Design display_scan_ctrl_flat, sky130hd; sources not shown.
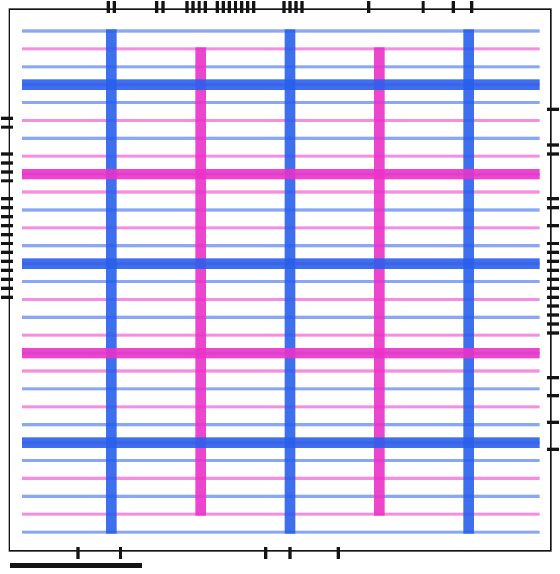
run_1/floorplan.png
Scale bar: 20 um. Pins as bars on the die edge.
[VDD] magenta
[VSS] blue
rows: 28
signal pins: 67
met5 straps: 5
core region area: 5990 um2
worst ir drop on vdd: 359 uV
x dimension of the die: 82.1 um
Die Ht: 82.1 um

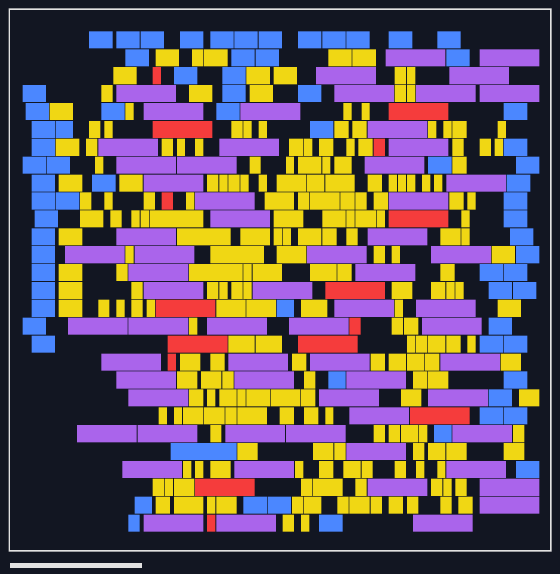
run_1/class_map.png
Scale bar: 20 um.
[remaining logic cells] yellow | cells: 222
[clock drivers and dummy loads] red | cells: 15
[registers] purple | cells: 65
[remaining buffers and delay cells] blue | cells: 72
Seq/total area: 38.9%
Non-Filler Cell Area, Final: 4180 um2
standard-cell row count: 28
final core utilization: 69.8%

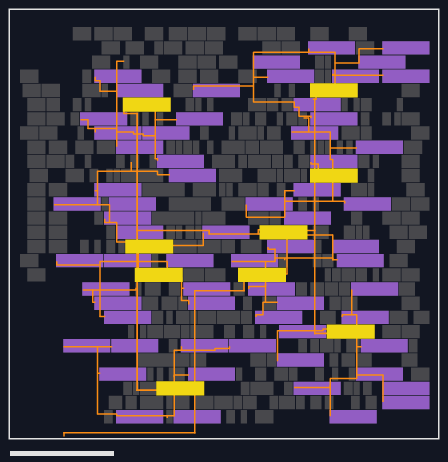
run_1/clock_wires.png
Scale bar: 20 um.
[flip-flops] purple | count: 65
[clock wires] orange | length: 755 um
[clock-net drivers] yellow | count: 9
flops lie: spread over the die
Max Clock Skew: 0.00658 ns
part of the power in the clock network: 46.9%
Clock Latency Late Sink: 0.33 ns
reported clock group power: 978 uW

==> run_summary.xml, run 1 <==
<?xml version="1.0" encoding="UTF-8"?>
<metrics>
  <group name="logic_synthesis">
    <metric name="post_synth_mux_area_share" unit="%">11.5</metric>
    <metric name="logic_family" unit="">simple AND/OR/NAND/NOR gates</metric>
    <metric name="ys_cells" unit="">302</metric>
    <metric name="fraction_of_the_mapped_netlist_area_in_compound_gates" unit="%">11.0</metric>
    <metric name="synth.area.top_cells" unit="">sky130_fd_sc_hd__dfrtp_1 (51%), sky130_fd_sc_hd__mux2i_1 (7.2%), sky130_fd_sc_hd__ha_1 (4.7%), sky130_fd_sc_hd__o21ai_0 (4.1%), sky130_fd_sc_hd__nand2_1 (4.0%)</metric>
    <metric name="synth.top_cell.area_share" unit="%">51.0</metric>
  </group>
  <group name="route">
    <metric name="detail_route.wl_per_cell" unit="um">14.4</metric>
    <metric name="detailedRoute.firstPassIterationCount" unit="">4</metric>
    <metric name="met1Wirelength" unit="mm">2.93</metric>
  </group>
  <group name="grt">
    <metric name="grt-ovfl-total" unit="">0</metric>
    <metric name="grt_use_met3" unit="%">4.22</metric>
  </group>
  <group name="timing">
    <metric name="layout_worst_path_cycle_share" unit="%">84.8</metric>
    <metric name="worst_slew_margin_rel" unit="%">45.2</metric>
  </group>
  <group name="cells_and_area">
    <metric name="layout.area.top_class" unit="">sequential cells</metric>
    <metric name="n_fill_cell" unit="">435</metric>
    <metric name="buffer_count_excluding_the_clock_tree_in_the_final_layout" unit="">72</metric>
    <metric name="nClkBuffers" unit="">9</metric>
    <metric name="syn_to_final_growth" unit="%">31.1</metric>
  </group>
  <group name="floorplanning">
    <metric name="floorplanUtilization" unit="%">53.2</metric>
  </group>
  <group name="outcome">
    <metric name="outcome" unit="">finished clean</metric>
  </group>
  <group name="worst_setup_path">
    <metric name="worst_reg_to_reg_setup_slack" unit="ns">0.41</metric>
    <metric name="crit_path_start_kind" unit="">flop</metric>
    <metric name="crit_path_class" unit="">flop to flop</metric>
    <metric name="worst-endpoint-required" unit="ns">2.87</metric>
    <metric name="crit_path_max_incr_delay" unit="ns">0.64</metric>
    <metric name="critical_path_depth" unit="">7</metric>
  </group>
  <group name="power_and_ir_drop">
    <metric name="power.switching" unit="uW">429</metric>
    <metric name="pwr-share-seq" unit="%">46.9</metric>
  </group>
  <group name="placed_design">
    <metric name="post-place-cells" unit="">433</metric>
  </group>
</metrics>
run_1/layers.png
Only two layers are drawn.
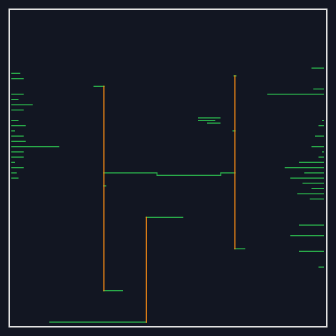

==> run 2, diff against run 1 <==
clock period = 2.12 ns   (was 2.7 ns; I/O delays follow)
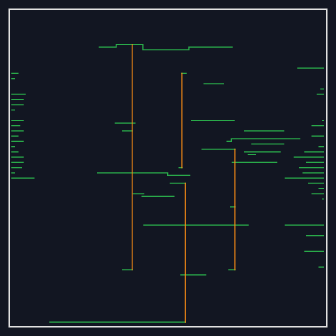
run_2/layers.png
Only two layers are drawn.
[M3] green | wire length: 371 um
[M4] orange | wire length: 150 um
routed len/inst: 14.8 um
total number of vias: 2506
Global Route Usage Sum: 22.2%

==> run 2 against run 1 <==
Net effect: die size unchanged; sequential cell count unchanged; clock-buffer cell count unchanged; critical endpoint is now u_core.bus.Seg[4]; worst hold slack lost 0.014 ns.
==> run_summary.xml, run 2 <==
<?xml version="1.0" encoding="UTF-8"?>
<metrics>
  <group name="outcome">
    <metric name="outcome" unit="">finished clean</metric>
  </group>
  <group name="logic_synthesis">
    <metric name="post_synth_mux_area_share" unit="%">11.5</metric>
    <metric name="synth.area.top_cells" unit="">sky130_fd_sc_hd__dfrtp_1 (51%), sky130_fd_sc_hd__mux2i_1 (7.2%), sky130_fd_sc_hd__ha_1 (4.7%), sky130_fd_sc_hd__o21ai_0 (4.1%), sky130_fd_sc_hd__nand2_1 (4.0%)</metric>
    <metric name="synth.top_cell.area_share" unit="%">51.0</metric>
    <metric name="logic_family" unit="">simple AND/OR/NAND/NOR gates</metric>
    <metric name="fraction_of_the_mapped_netlist_area_in_compound_gates" unit="%">11.0</metric>
  </group>
  <group name="clock_network">
    <metric name="clock_insertion_delay_worst_skew" unit="ns">0.33</metric>
  </group>
  <group name="timing">
    <metric name="worst_slew_margin_rel" unit="%">66.6</metric>
    <metric name="finClkSkew" unit="ns">0.00548</metric>
  </group>
  <group name="worst_setup_path">
    <metric name="worst_reg_to_reg_setup_slack" unit="ns">0.11</metric>
    <metric name="critical_path_depth" unit="">7</metric>
    <metric name="crit_path_class" unit="">flop to flop</metric>
    <metric name="crit_path_start_kind" unit="">flop</metric>
    <metric name="crit_path_max_incr_delay" unit="ns">0.55</metric>
  </group>
  <group name="power_and_ir_drop">
    <metric name="power_frac_clock" unit="%">50.2</metric>
    <metric name="pwr-share-seq" unit="%">44.0</metric>
    <metric name="peakVddDrop" unit="uV">580</metric>
    <metric name="comb_power" unit="uW">163</metric>
    <metric name="seq_power" unit="uW">1250</metric>
    <metric name="power.switching" unit="uW">588</metric>
    <metric name="combPwrFrac" unit="%">5.8</metric>
    <metric name="leakage" unit="uW">0.00199</metric>
  </group>
  <group name="cells_and_area">
    <metric name="post-route-util" unit="%">71.5</metric>
    <metric name="seq_share" unit="%">38.0</metric>
    <metric name="fraction_of_area_in_multi_input_gates" unit="%">32.8</metric>
    <metric name="nClkBuffers" unit="">9</metric>
    <metric name="syn_to_final_growth" unit="%">34.3</metric>
    <metric name="layout.area.top_class" unit="">sequential cells</metric>
    <metric name="stdcell_area" unit="um2">4280</metric>
  </group>
  <group name="floorplanning">
    <metric name="core_region_area" unit="um2">5990</metric>
    <metric name="floorplan.rows" unit="">28</metric>
    <metric name="die_y" unit="um">82.1</metric>
    <metric name="die_w" unit="um">82.1</metric>
    <metric name="nWellTaps" unit="">75</metric>
    <metric name="floorplanUtilization" unit="%">53.2</metric>
  </group>
  <group name="grt">
    <metric name="grt_use_met3" unit="%">5.33</metric>
    <metric name="grt-ovfl-total" unit="">0</metric>
    <metric name="top_usage_layer" unit="">met2</metric>
  </group>
  <group name="route">
    <metric name="detailedRoute.firstPassIterationCount" unit="">4</metric>
    <metric name="met1Wirelength" unit="mm">2.93</metric>
  </group>
  <group name="job">
    <metric name="tool_warnings" unit="">34</metric>
  </group>
  <group name="placed_design">
    <metric name="post-place-cells" unit="">438</metric>
  </group>
</metrics>
Power figures rest on the tool's default switching activity, not on a simulated workload.
